==> config.mk <==
export PLATFORM = sky130hd
export DESIGN_NAME = f2_img_sequencer
export DESIGN_NICKNAME = d
export VERILOG_FILES = /design/src/rtl/f2_img_sequencer.sv
export SDC_FILE = /design/constraint.sdc
export NUM_CORES = 1
export LEC_CHECK = 0
export CAP_MARGIN = 0
export CORE_MARGIN = 2
export CORE_UTILIZATION = 55
export DETAILED_ROUTE_END_ITERATION = 16
export PLACE_DENSITY = 0.77
export SLEW_MARGIN = 10
export SYNTH_ARGS = -nofsm -noshare
export SYNTH_HDL_FRONTEND = slang
export SYNTH_SLANG_ARGS = --single-unit
==> constraint.sdc <==
create_clock -name clk -period 2.6 [get_ports clk]
set_input_delay 0.52 -clock clk [delete_from_list [all_inputs] [get_ports clk]]
set_output_delay 0.52 -clock clk [all_outputs]
set_load 0.05 [all_outputs]
==> src/rtl/f2_img_sequencer.sv <==
// Image/rotation/inversion sequencer for the frame-buffer display path.
// Button events stage into pending registers; outputs update only at frame boundaries.
module f2_img_sequencer #(
    parameter int AUTO_FRAMES = 120,
    parameter int NUM_IMAGES  = 4
) (
    input  logic       clk,
    input  logic       reset,
    input  logic       forwards,
    input  logic       backwards,
    input  logic       rotate,
    input  logic       inverse,
    input  logic       auto_mode,
    input  logic       vsync,
    output logic [1:0] current_img,
    output logic [1:0] rotation,
    output logic       invert,
    output logic       frame_tick
);

    typedef enum logic {MANUAL, AUTO} state_t;

    localparam logic [1:0] LAST_IMG = 2'(NUM_IMAGES - 1);
    localparam logic [9:0] CNT_LAST = 10'(AUTO_FRAMES - 1);

    state_t     state, state_d;
    logic [9:0] cnt, cnt_d;
    logic [1:0] pend_img, pend_img_d;
    logic [1:0] pend_rot;
    logic       pend_inv;
    logic       fwd_q, bwd_q, rot_q, inv_q, vs_q;
    logic       armed;
    logic       fwd_ev, bwd_ev, rot_ev, inv_ev;
    logic       step_fwd, step_bwd, adv;

    // armed blocks events on the first cycle after reset release,
    // so a button held through reset is absorbed as the old level
    assign fwd_ev   = armed & forwards  & ~fwd_q;
    assign bwd_ev   = armed & backwards & ~bwd_q;
    assign rot_ev   = armed & rotate    & ~rot_q;
    assign inv_ev   = armed & inverse   & ~inv_q;
    assign step_fwd = fwd_ev & ~bwd_ev;
    assign step_bwd = bwd_ev & ~fwd_ev;

    always_comb begin
        state_d    = state;
        cnt_d      = cnt;
        adv        = 1'b0;
        pend_img_d = pend_img;
        unique case (state)
            MANUAL: if (auto_mode)  state_d = AUTO;
            AUTO:   if (!auto_mode) state_d = MANUAL;
            default: state_d = MANUAL;
        endcase
        if (state_d != state) begin
            cnt_d = '0;
        end else if (state == AUTO) begin
            if (step_fwd || step_bwd) begin
                cnt_d = '0;
            end else if (frame_tick) begin
                if (cnt == CNT_LAST) begin
                    cnt_d = '0;
                    adv   = 1'b1;
                end else begin
                    cnt_d = cnt + 10'd1;
                end
            end
        end
        if (step_fwd || adv)
            pend_img_d = (pend_img == LAST_IMG) ? 2'd0 : pend_img + 2'd1;
        else if (step_bwd)
            pend_img_d = (pend_img == 2'd0) ? LAST_IMG : pend_img - 2'd1;
    end

    always_ff @(posedge clk or negedge reset) begin
        if (!reset) begin
            state       <= MANUAL;
            cnt         <= '0;
            pend_img    <= '0;
            pend_rot    <= '0;
            pend_inv    <= 1'b0;
            fwd_q       <= 1'b0;
            bwd_q       <= 1'b0;
            rot_q       <= 1'b0;
            inv_q       <= 1'b0;
            vs_q        <= 1'b1;
            armed       <= 1'b0;
            frame_tick  <= 1'b0;
            current_img <= '0;
            rotation    <= '0;
            invert      <= 1'b0;
        end else begin
            state      <= state_d;
            cnt        <= cnt_d;
            pend_img   <= pend_img_d;
            pend_rot   <= pend_rot + {1'b0, rot_ev};
            pend_inv   <= pend_inv ^ inv_ev;
            fwd_q      <= forwards;
            bwd_q      <= backwards;
            rot_q      <= rotate;
            inv_q      <= inverse;
            vs_q       <= vsync;
            armed      <= 1'b1;
            frame_tick <= vs_q & ~vsync;
            // outputs take the pre-edge pending values: tear-free update
            if (frame_tick) begin
                current_img <= pend_img;
                rotation    <= pend_rot;
                invert      <= pend_inv;
            end
        end
    end

endmodule

==> deck_impl_summary.md <==
Key Metrics from the Run

Synth
  • Post-synth top cells: dfrtp_1 (27), nand2_1 (14), nor2_1 (10)
  • EDFF count, synth: 0
  • Post-Syn Area: roughly 0.0014 sq mm
  • Ys flops: 28
  • Syn_area_per_cell: approximately 11 sq um
  • Syn Inst Count: about 120
  • Leading area contributor after synthesis: dfrtp_1
  • Yosys adder share: 0.06487
  • Cell variety after synth: 35
  • Mux cell area share: 0.05746
  • XOR Share, Synth: 0.01946
  • Yosys cell count: around 120
  • Most frequent cell after synthesis: dfrtp_1
  • Main logic family: simple AND/OR/NAND/NOR gates
  • Main flop type: dfrtp_1
  • Synth async-reset ratio: 1.000
  • Post-synth seq share: 0.5199

Setup path
  • Crit-path most repeated cell: or2_2
  • Worst Setup Start Kind: primary input
  • Setup crit end kind: register
  • Stages on worst setup path: 9
  • Critical Path AT: about 2.7 ns
  • Top delay family on crit path: simple AND/OR/NAND/NOR gates
  • Worst-path fanout max: 4
  • Setup crit start: backwards
  • CP Buf/Inv Count: 2
  • R2r setup slk: roughly 0.36 ns
  • Crit-path slowest cell: clkdlybuf4s50_1

Placed design
  • Port buffer count: 13
  • Pre-CTS worst setup slack: -0.1804 ns
  • Placed instance count: around 170

Drt
  • Mean routed wirelength per cell: around 14 microns
  • Number of remaining DRC errors: 0
  • Metal2 WL: roughly 1.2 mm
  • Via count: 981
  • Max layer used: met4
  • WL met1: approximately 1.1 mm
  • Initial DRC Count: 26
  • Drt pass-1 iters: 5

Final layout
  • Buffer share of cell area: 0.1238
  • Biggest register: cnt
  • Share of post-route cells with drive strength above 1: 0.1959
  • Signal buffers: 22
  • Sequential share of cell area: 0.4397
  • Max FFs per register: 10
  • Reg area: roughly 700 sq um
  • Nets: between 150 and 200
  • Post-route cell area: roughly 0.0016 sq mm
  • Commonest Layout Cell: dfrtp_1
  • Syn-to-layout area delta: 18.26%
  • Multi-In Gates: roughly 88
  • Dominant logic cell types in the final layout: dfrtp_1 (27), nand2_1 (14), clkdlybuf4s50_1 (13), nor2_1 (10), buf_4 (9)
  • Number of fill cells in the layout: ~180
  • Clock buf/inv share: 0.01646
  • Fin util: 0.7015
  • Layout Cells excl Fill: approximately 180
  • Clock buffer count: 4

Power and ir drop
  • Psw: roughly 0.45 mW
  • Internal: a little under 0.8 mW
  • Top power group: sequential cells
  • VDD IR max: slightly above 0.7 mV
  • Sw frac: 0.3688
  • PwrDens: ~770 mW/mm^2
  • Combinational share of power: 0.362
  • Power Total: approximately 1.2 mW
  • Clk power: 0.184 mW
  • Seq pwr share: 0.488

STA
  • Relative slew slack: 0.6642
  • Setup TNS: 0 ns
  • Post-layout min period: 2.484 ns
  • Setup ws final: 0.1162 ns
  • Part of the cycle the worst path needs: 0.9553
  • Min Hold Slack: 0.4847 ns
  • Slew Viols, Final: 0

GRT
  • First-pass GRT wire length: between 4 and 5 mm
  • Gr usage total: 0.2147
  • Met2 GRT Util: 0.3663
  • Vias in the first global route: between 900 and 1000
  • Met1 Usage GRT: 0.2813
  • M3 GR Usage: 0.03611
  • Initial antenna violation count: 0
  • Largest net degree at the start of global routing: 29
  • Total gr overflow: 0

Clock tree
  • CTS sink cnt: 28
  • CTS HTree Levels: 1
  • Clk Tree Root Cell: clkbuf_4
  • Maximum clock path buffer count: 2
  • Insertion Delay late pin: roughly 0.32 ns
  • PostCTS Resize Cnt: 0
  • Post-CTS Setup Bufs: 0

Run
  • OpenROAD warning count: 28

Floorplan
  • Core Region: approximately 0.0023 sq mm
  • DIE WIDTH: about 54 microns
  • Die footprint: between 0.002 and 0.003 sq mm
  • Row count: 17
  • IO Count: 14
  • Pre-Place Util: 0.5932

Status
  • Status: finished clean

Worst hold path
  • HP Class: register to register
  • Hold_sp: pend_rot[1]
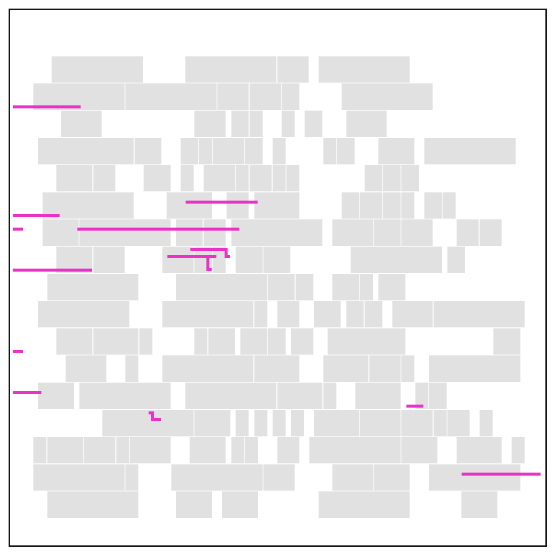
(the metal 3 layer)
Drawn at 10 px/micron. Cells faint in the background.
- nets with wire on the layer: 12
- share of all routed wire: 2.7%
- wire length on this layer: 66.1 microns

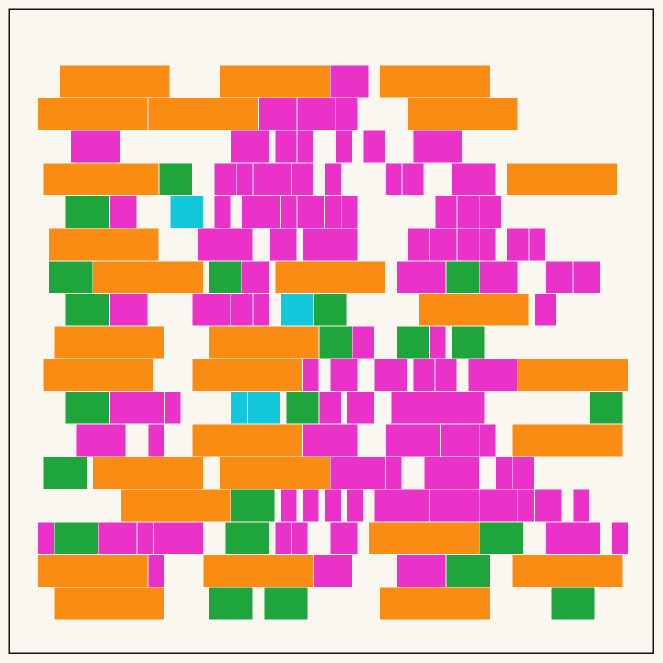
(placement by cell class)
Drawn at 12 px/micron.
- magenta: all other logic (cells 94; share of their area 41%)
- orange: flip-flops (cells 28; share of their area 45%)
- cyan: clock drivers and dummy loads (cells 4; share of their area 1.7%)
- green: other buffers and delay cells (cells 22; share of their area 13%)

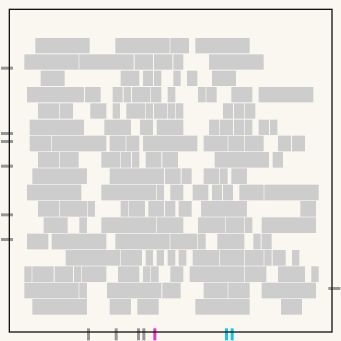
(pin map)
Drawn at 6 px/micron. Pins as bars across the die edge, other pins in gray.
- cyan: current_img (pins 2; direction output; edge south)
- magenta: invert (pins 1; direction output; edge south)

Power and IR drop assume default switching activity.
